Fig. 1: run 1, M1 wires
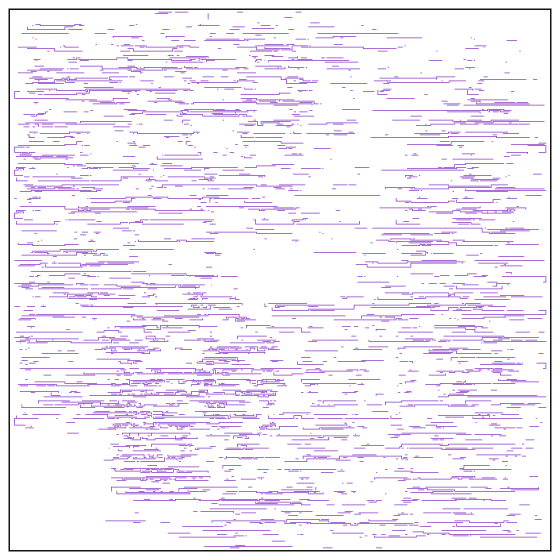
Fig. 2: run 1, local utilization
14 x 14 tiles, from white (low) to dark blue (high), 0 to 100% covered.
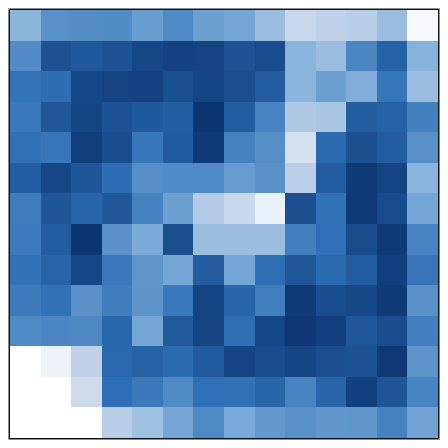
Fig. 3: run 1, placed standard cells
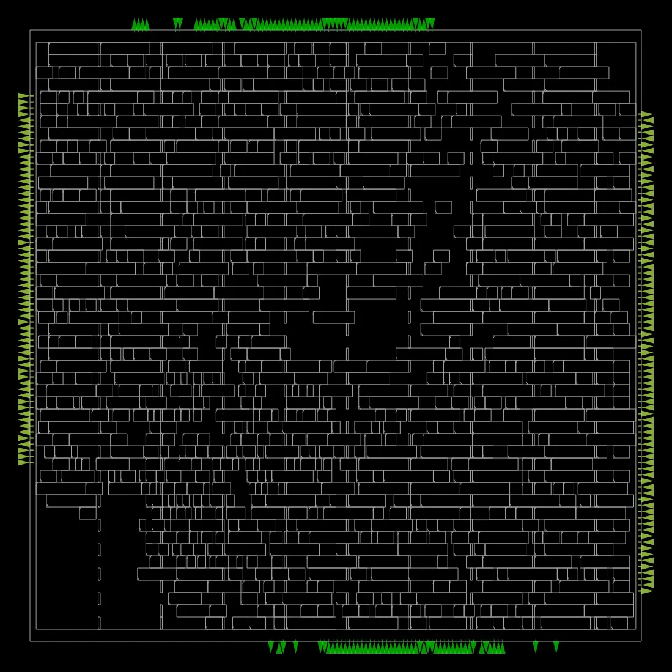
File: src/rtl/pe_frame_ctrl.sv
// pe_frame_ctrl: packs a serial RGB frame into the flat buses read by the
// background-removal pe, runs its Start_Sum -> Start_BgRemoval -> Ack handshake,
// captures the processed frame and replays it as a serial RGB stream.
//
// state    | meaning
// ---------+-----------------------------------------------------------------
// IDLE     | waiting for the first pixel of a frame
// LOAD     | collecting the remaining pixels of the frame
// SUM_GO   | Start_Sum pulse
// SUM_WAIT | waiting for pe_sum_done
// BG_GO    | Start_BgRemoval pulse
// BG_WAIT  | waiting for pe_bg_done; processed frame captured when it arrives
// ACK      | Ack held until the pe drops pe_bg_done
// DRAIN    | streaming the captured frame out, one pixel per out handshake
// ERR      | pe failed to respond in time; only Reset leaves this state
module pe_frame_ctrl #(
    parameter int NUM_PIXELS = 4,
    parameter int TIMEOUT    = 1024
) (
    input  logic                    Clk,
    input  logic                    Reset,
    input  logic                    in_valid,
    output logic                    in_ready,
    input  logic [7:0]              in_r,
    input  logic [7:0]              in_g,
    input  logic [7:0]              in_b,
    output logic [8*NUM_PIXELS-1:0] pe_red_in,
    output logic [8*NUM_PIXELS-1:0] pe_green_in,
    output logic [8*NUM_PIXELS-1:0] pe_blue_in,
    output logic                    Start_Sum,
    output logic                    Start_BgRemoval,
    output logic                    Ack,
    input  logic                    pe_sum_done,
    input  logic                    pe_bg_done,
    input  logic [8*NUM_PIXELS-1:0] pe_red_out,
    input  logic [8*NUM_PIXELS-1:0] pe_green_out,
    input  logic [8*NUM_PIXELS-1:0] pe_blue_out,
    output logic                    out_valid,
    input  logic                    out_ready,
    output logic [7:0]              out_r,
    output logic [7:0]              out_g,
    output logic [7:0]              out_b,
    output logic                    busy,
    output logic                    timeout_err
);
    localparam int CW = $clog2(NUM_PIXELS) + 1;
    localparam int IW = (NUM_PIXELS > 1) ? $clog2(NUM_PIXELS) : 1;
    localparam int TW = $clog2(TIMEOUT) + 1;
    localparam logic [CW-1:0] LAST_PIX  = CW'(NUM_PIXELS - 1);
    localparam logic [TW-1:0] TIMER_MAX = TW'(TIMEOUT - 1);

    typedef enum logic [3:0] {
        IDLE, LOAD, SUM_GO, SUM_WAIT, BG_GO, BG_WAIT, ACK, DRAIN, ERR
    } state_t;

    state_t          state;
    logic [CW-1:0]   cnt;
    logic [TW-1:0]   timer;
    logic [IW-1:0]   idx;
    logic [7:0]      pack_r [NUM_PIXELS];
    logic [7:0]      pack_g [NUM_PIXELS];
    logic [7:0]      pack_b [NUM_PIXELS];
    logic [7:0]      cap_r  [NUM_PIXELS];
    logic [7:0]      cap_g  [NUM_PIXELS];
    logic [7:0]      cap_b  [NUM_PIXELS];

    // cnt never exceeds NUM_PIXELS-1 while it is used as a pixel index
    assign idx      = cnt[IW-1:0];
    assign in_ready = !Reset && (state == IDLE || state == LOAD);
    assign out_r    = cap_r[idx];
    assign out_g    = cap_g[idx];
    assign out_b    = cap_b[idx];

    for (genvar i = 0; i < NUM_PIXELS; i++) begin : g_pack
        assign pe_red_in[8*i +: 8]   = pack_r[i];
        assign pe_green_in[8*i +: 8] = pack_g[i];
        assign pe_blue_in[8*i +: 8]  = pack_b[i];
    end

    // Frame sequencer: state, counters, pack/capture buffers and registered handshake outputs
    always_ff @(posedge Clk) begin
        if (Reset) begin
            state           <= IDLE;
            cnt             <= '0;
            timer           <= '0;
            Start_Sum       <= 1'b0;
            Start_BgRemoval <= 1'b0;
            Ack             <= 1'b0;
            out_valid       <= 1'b0;
            busy            <= 1'b0;
            timeout_err     <= 1'b0;
            for (int i = 0; i < NUM_PIXELS; i++) begin
                pack_r[i] <= '0;
                pack_g[i] <= '0;
                pack_b[i] <= '0;
                cap_r[i]  <= '0;
                cap_g[i]  <= '0;
                cap_b[i]  <= '0;
            end
        end else begin
            Start_Sum       <= 1'b0;
            Start_BgRemoval <= 1'b0;
            case (state)
                IDLE, LOAD: begin
                    if (in_valid) begin
                        pack_r[idx] <= in_r;
                        pack_g[idx] <= in_g;
                        pack_b[idx] <= in_b;
                        cnt         <= cnt + 1'b1;
                        busy        <= 1'b1;
                        if (cnt == LAST_PIX) begin
                            state     <= SUM_GO;
                            Start_Sum <= 1'b1;
                            timer     <= '0;
                        end else begin
                            state <= LOAD;
                        end
                    end
                end
                // the pulse cycle counts as the first cycle of the pe wait window
                SUM_GO: begin
                    state <= SUM_WAIT;
                    timer <= timer + 1'b1;
                end
                SUM_WAIT: begin
                    if (pe_sum_done) begin
                        state           <= BG_GO;
                        Start_BgRemoval <= 1'b1;
                        timer           <= '0;
                    end else if (timer == TIMER_MAX) begin
                        state       <= ERR;
                        timeout_err <= 1'b1;
                    end else begin
                        timer <= timer + 1'b1;
                    end
                end
                BG_GO: begin
                    state <= BG_WAIT;
                    timer <= timer + 1'b1;
                end
                BG_WAIT: begin
                    if (pe_bg_done) begin
                        for (int i = 0; i < NUM_PIXELS; i++) begin
                            cap_r[i] <= pe_red_out[8*i +: 8];
                            cap_g[i] <= pe_green_out[8*i +: 8];
                            cap_b[i] <= pe_blue_out[8*i +: 8];
                        end
                        state <= ACK;
                        Ack   <= 1'b1;
                        timer <= '0;
                    end else if (timer == TIMER_MAX) begin
                        state       <= ERR;
                        timeout_err <= 1'b1;
                    end else begin
                        timer <= timer + 1'b1;
                    end
                end
                ACK: begin
                    if (!pe_bg_done) begin
                        state     <= DRAIN;
                        Ack       <= 1'b0;
                        cnt       <= '0;
                        out_valid <= 1'b1;
                    end else if (timer == TIMER_MAX) begin
                        state       <= ERR;
                        Ack         <= 1'b0;
                        timeout_err <= 1'b1;
                    end else begin
                        timer <= timer + 1'b1;
                    end
                end
                DRAIN: begin
                    if (out_ready) begin
                        if (cnt == LAST_PIX) begin
                            state     <= IDLE;
                            cnt       <= '0;
                            out_valid <= 1'b0;
                            busy      <= 1'b0;
                        end else begin
                            cnt <= cnt + 1'b1;
                        end
                    end
                end
                ERR: begin
                    timeout_err <= 1'b1;
                    Ack         <= 1'b0;
                    out_valid   <= 1'b0;
                end
                default: begin
                    state <= ERR;
                end
            endcase
        end
    end
endmodule

File: config.mk
export PLATFORM = sky130hd
export DESIGN_NAME = pe_frame_ctrl
export DESIGN_NICKNAME = d
export VERILOG_FILES = /design/src/rtl/pe_frame_ctrl.sv
export SDC_FILE = /design/constraint.sdc
export NUM_CORES = 1
export LEC_CHECK = 0
export CAP_MARGIN = 5
export CORE_UTILIZATION = 52
export DETAILED_ROUTE_END_ITERATION = 6
export PLACE_DENSITY = 0.85
export RECOVER_POWER = 100
export SYNTH_ARGS = -nofsm -noshare
export SYNTH_HDL_FRONTEND = slang
export SYNTH_SLANG_ARGS = --single-unit
File: constraint.sdc
create_clock -name Clk -period 10.9 [get_ports Clk]
set_input_delay 1.635 -clock Clk [delete_from_list [all_inputs] [get_ports Clk]]
set_output_delay 1.635 -clock Clk [all_outputs]
set_load 0.01 [all_outputs]
==> reports/results.txt, run 1 <==
Tool warnings = 27
Worst hold slack = 0.4882 ns
H-tree lvl count = 1
Pre-CTS setup slack = 6.198 ns
Clock skew = 0.01562 ns
Most used routing layer = met2
Average cell area after synthesis = 14.50 sq um
Clock share of power = 0.378
First drt pass iteration count = 4
CTS root buf = clkbuf_16
Post-DP HPWL = 15070 microns
Critical path origin = Reset
Met2 usage in global routing = 0.3988
Layout cells sized above 1 = 0.07889
Post-synth top cells = edfxtp_1 (192), and2_1 (173), dfxtp_1 (26), and3_1 (25), mux4_2 (24)
Pwr per Cell Area = 163.6 nW/um^2
Aoi share = 0.05064
PortBufs = 252
DRT iter0 DRCs = 343
Top area cell types = edfxtp_1 (62%), and2_1 (12%), mux4_2 (5.8%)
Design area = 12740 sq um
M1 WL = 8594 microns
EDFF count, synth = 192
Logic family by area = simple AND/OR/NAND/NOR gates
Worst r2r src = state[3]
Hold crit path type = reg2reg
Total track usage = 0.2390
Worst slew margin = -1.348
Failing checks = capacitance limit, slew limit
Die Y = 136.0 microns
PnR worst setup slack = 4.008 ns
Top FF cell, synth = edfxtp_1
Comb power frac = 0.140
Hold Crit Start = Ack
CTS Buffer Depth = 3
Hold Vio Cnt, Final = 0
First-pass GRT wire length = 33400 microns
Row count = 48
Crit path buffers/inverters = 2
Initial antenna violation count = 0
Sequential cell power = 1.00 mW
Yosys stat cell total = 644
Critical Path End Type = register
Slew Viols, Final = 288
Synth Area in Simple Gates = 0.1861
Clk power = 0.788 mW
WP depth = 4
MUX share of area = 0.05894
GP Congestion = 0.8765
XORs/XNORs by Area = 0.001875
Library cells used by synthesis = 60
Adder share = 0.005358
DR vias = 6075
ANT cells = 0
Routed Antenna Nets = 0
MaxCap Viol Count = 9
# hold bufs at CTS = 0
Status = finished, violations left
Synthesis area per yosys = 9340 sq um
R2r setup slk = 5.27 ns
Async SR Flop Fraction = 0
Worst-skew pair later-pin latency = 0.50 ns
Switching part of the total = 0.2303
Biggest area consumer among synthesized cells = edfxtp_1
Crit start category = input port
DR WL/cell = 19.82 microns
CTS buffer count = 23
Maximum vdd drop = 0.0001345 V
# clock sinks = 218
Cells after DPL = 1084
Crit-path cells = dlygate4sd3_1 > clkbuf_1 > nor4_1 > or2_0
Ys flops = 218
Post-synth seq share = 0.6730
Total congestion overflow = 0
Chip area = 18500 sq um
Chip width = 136.0 microns
Io pins = 253
About Fig. 1:
- longest straight run: 29.0 microns
- nets with wire on the layer: 924
- main direction: horizontal
- wire length on this layer: 8590 microns
- share of all routed wire: 39%

About Fig. 2:
- tiles over 75% full: 44%
- mean over tiles: 67%
- fullest tile: 98%

About Fig. 3:
fin util: 0.7313
non-filler cells, final: 1125
fillers: 1092
sequential fraction of total cell area: 0.4935

[run 1: cell usage in the layout, fill, tap and decap left out, types with 5 or more instances in the layout]
cell type / count
edfxtp_1: 192
and3_1: 25
nor3_1: 6
and2_1: 39
a211oi_1: 10
dfxtp_1: 26
mux4_2: 24
clkbuf_1: 6
a31oi_1: 5
a21oi_1: 12
clkinv_2: 8
nor2_1: 22
clkdlybuf4s50_1: 123
inv_1: 9
o21ai_0: 10
nand3_1: 5
dlygate4sd3_1: 129
clkbuf_16: 23
nand2_1: 17
and2_0: 134
[run 1: cell type report]
cell class | instances | area, sq um
clock inverters | 15 | 175.2
repair buffers | 257 | 2549
well taps | 225 | 281.5
inverters | 9 | 33.78
multi-input cells | 375 | 2825
flip-flops and latches | 218 | 6286
fillers | 1092 | 4679
clock buffers | 26 | 586.8
==> run 2, diff against run 1 <==
--- a/config.mk
+++ b/config.mk
@@ -6,9 +6,9 @@
 export NUM_CORES = 1
 export LEC_CHECK = 0
 export CAP_MARGIN = 5
-export CORE_UTILIZATION = 52
+export CORE_UTILIZATION = 49
 export DETAILED_ROUTE_END_ITERATION = 6
-export PLACE_DENSITY = 0.85
+export PLACE_DENSITY = 0.81
 export RECOVER_POWER = 100
 export SYNTH_ARGS = -nofsm -noshare
 export SYNTH_HDL_FRONTEND = slang
==> constraint.sdc (replaced) <==
create_clock -name Clk -period 7.15 [get_ports Clk]
set_input_delay 1.0725 -clock Clk [delete_from_list [all_inputs] [get_ports Clk]]
set_output_delay 1.0725 -clock Clk [all_outputs]
set_load 0.01 [all_outputs]
Fig. 4: run 2, local utilization
14 x 14 tiles, from white (low) to dark blue (high), 0 to 100% covered.
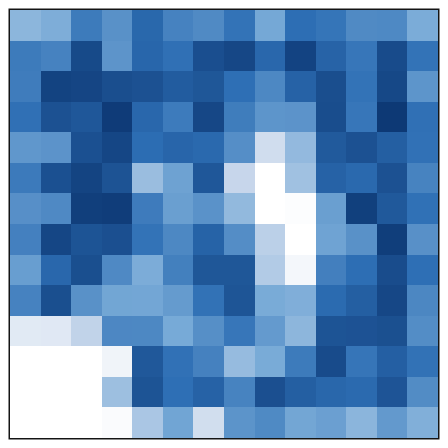
FP Core Util: 0.4993
core footprint: 18710 sq um
fin util: 0.6827

Fig. 5: run 2, met2 routing
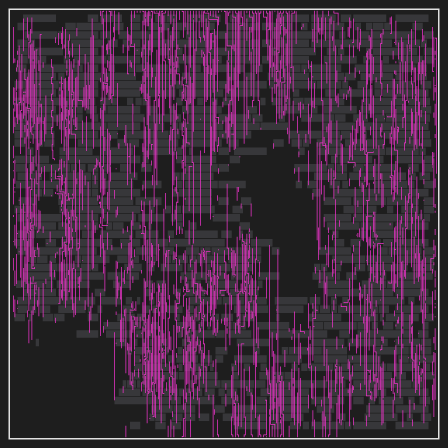
- longest straight run: 57.8 microns
- share of all routed wire: 49%
- nets with wire on the layer: 895

==> reports/results.txt, run 2 <==
CTS Buffer Depth = 3 (unchanged)
Post-DP HPWL = 15390 microns (+2.1%)
Crit-path cells = dlygate4sd3_1 > clkbuf_1 > inv_1 > nand2_4 > buf_4
Non-filler cells, final = 1137 (+1.1%)
Comb power frac = 0.144 (+0.004)
MUX share of area = 0.05894 (unchanged)
WS Path Type = in2reg
Synth Area in Simple Gates = 0.1861 (unchanged)
CTS clock-pin slew for the worst setup and hold paths = 0.06 ns
Uppermost layer routed = met4
Final setup fails = 0
Top delay family on crit path = buffers and inverters
EDFF count, synth = 192 (unchanged)
Period utilization = 0.6927
Leading power group = registers
Aoi share = 0.05064 (unchanged)
ANT cells = 0 (unchanged)
Post-synth top cells = edfxtp_1 (192), and2_1 (173), dfxtp_1 (26), and3_1 (25), mux4_2 (24)
Top FF cell, synth = edfxtp_1
Worst Path Required = 7.29 ns
Yosys stat cell total = 644 (unchanged)
# hold bufs at CTS = 0 (unchanged)
PortBufs = 252 (unchanged)
Ys flops = 218 (unchanged)
CTS tree = yes
PnR worst setup slack = 2.197 ns (-1.811 ns)
CTS buffer count = 24 (+4.3%)
Async SR Flop Fraction = 0 (unchanged)
Clk power = 1.14 mW (+45%)
NumNets Final = 1016
Routed Antenna Nets = 0 (unchanged)
Biggest area consumer among synthesized cells = edfxtp_1
Pwr per Cell Area = 244.8 nW/um^2 (+50%)
Chip area = 19620 sq um (+6.0%)
Post-Syn Nets = 774
Switching part of the total = 0.2426 (+0.01232)
Logic family by area = simple AND/OR/NAND/NOR gates
Max frequency = 0.2019 GHz
Design area = 12770 sq um (+0.26%)
CTS resizes = 0
Crit path buffers/inverters = 4 (+2)
Unrepaired setup endpoints after global routing = false
Tool warnings = 27 (unchanged)
Int Power = 2.368 mW
Setup TNS = 0 ns
Top area cell types = edfxtp_1 (62%), and2_1 (12%), mux4_2 (5.8%)
Hold Vio Cnt, Final = 0 (unchanged)
Chip width = 140.1 microns (+3.0%)
XORs/XNORs by Area = 0.001875 (unchanged)
DR vias = 6204 (+2.1%)
Pre-CTS setup slack = 2.982 ns (-3.216 ns)
Total track usage = 0.2313 (-0.007664)
Layout cells sized above 1 = 0.08306 (+0.004168)
Status = finished, violations left
Worst slew margin = -1.052 (+0.2961)
GP Congestion = 0.8543 (-2.5%)
Number of remaining DRC errors = 0
MaxCap Viol Count = 6 (-3)
DR vias/cell = 5.456
Failing checks = capacitance limit, slew limit
Max FO, Critical Path = 55
Worst hold slack = 0.4735 ns (-0.01470 ns)
Library cells used by synthesis = 60 (unchanged)
First drt pass iteration count = 4 (unchanged)
Worst-skew pair later-pin latency = 0.51 ns (about the same)
Total power = 3.127 mW
CP max-delay cell = clkbuf_1
Synthesis area per yosys = 9340 sq um (unchanged)
Area after DPL = 12060 sq um
Routed wl met2 = 11160 microns
Combinational logic power = 0.451 mW
P_leak = 4.714 nW
Minimum clock period after layout = 4.953 ns
Top cell excl fill/tap = edfxtp_1
WL final = 22770 microns
Cells after DPL = 1094 (+0.92%)
Slew Viols, Final = 224 (-22%)
Synth-to-layout area growth = 36.72%
CTS root buf = clkbuf_16
Most frequent cells in the layout = edfxtp_1 (192), dlygate4sd3_1 (130), clkdlybuf4s50_1 (122)
Mapped Area = 9340 sq um
Io pins = 253 (unchanged)
Slew @ Worst Pin = 3.078 ns
Row count = 50 (+4.2%)
Largest net degree at the start of global routing = 97
Area leader share = 0.6173
R2r setup slk = 2.79 ns (-2.48 ns)
Post-synth seq share = 0.6730 (unchanged)
Clock share of power = 0.365 (-0.013)
Total congestion overflow = 0 (unchanged)
DR WL/cell = 20.02 microns (+1.0%)
Met3 routed WL = 2179 microns
Adder share = 0.005358 (unchanged)
Critical Path End Type = register
Max incr delay on CP = 1.12 ns
Gate Count Post-Synth = 644
Post-CTS setup buffer count = 0
Top-count cell post-synth = edfxtp_1
Reg power frac = 0.491
Yosys Warn Count = 0
P_sw = 0.7586 mW
DRT iter0 DRCs = 484 (+41%)
Initial antenna violation count = 0 (unchanged)
Hold crit path type = reg2reg
M1 WL = 9041 microns (+5.2%)
Sequential cell power = 1.53 mW (+53%)
Die Y = 140.1 microns (+3.0%)
Vias in the first global route = 6352
CP arrival = 5.10 ns
Maximum vdd drop = 0.0001670 V (+24%)
Clock skew = 0.01543 ns (-0.0001922 ns)
First-pass GRT wire length = 34930 microns (+4.6%)
Average cell area after synthesis = 14.50 sq um (unchanged)
# clock sinks = 218 (unchanged)
H-tree lvl count = 1 (unchanged)
Crit start category = input port
run 2: cell type report:
| cell class | count | area, sq um |
|---|---|---|
| timing repair buffer | 258 | 2560 |
| sequential | 218 | 6286 |
| inverter | 9 | 33.78 |
| clock inverter | 14 | 107.6 |
| clock buffer | 29 | 619.3 |
| fill | 1276 | 5936 |
| multi-input combinational | 375 | 2870 |
| tap | 234 | 292.8 |
run 2: metal layers:
layer / global-route usage / vias to the layer above
met5: 0 / -
met4: 0.05205 / 0
met3: 0.07179 / 32
met2: 0.3963 / 263
met1: 0.2877 / 3038
li1: - / 2871
run 2: final timing paths:
check | start | depth (start not counted) | end
setup / recovery | Reset | 5 | cap_g[1][0]
hold / removal | Ack | 2 | Ack
setup reg to reg | state[2] | 5 | cap_r[0][4]
hold reg to reg | Ack | 2 | Ack
Power figures rest on the tool's default switching activity, not on a simulated workload.
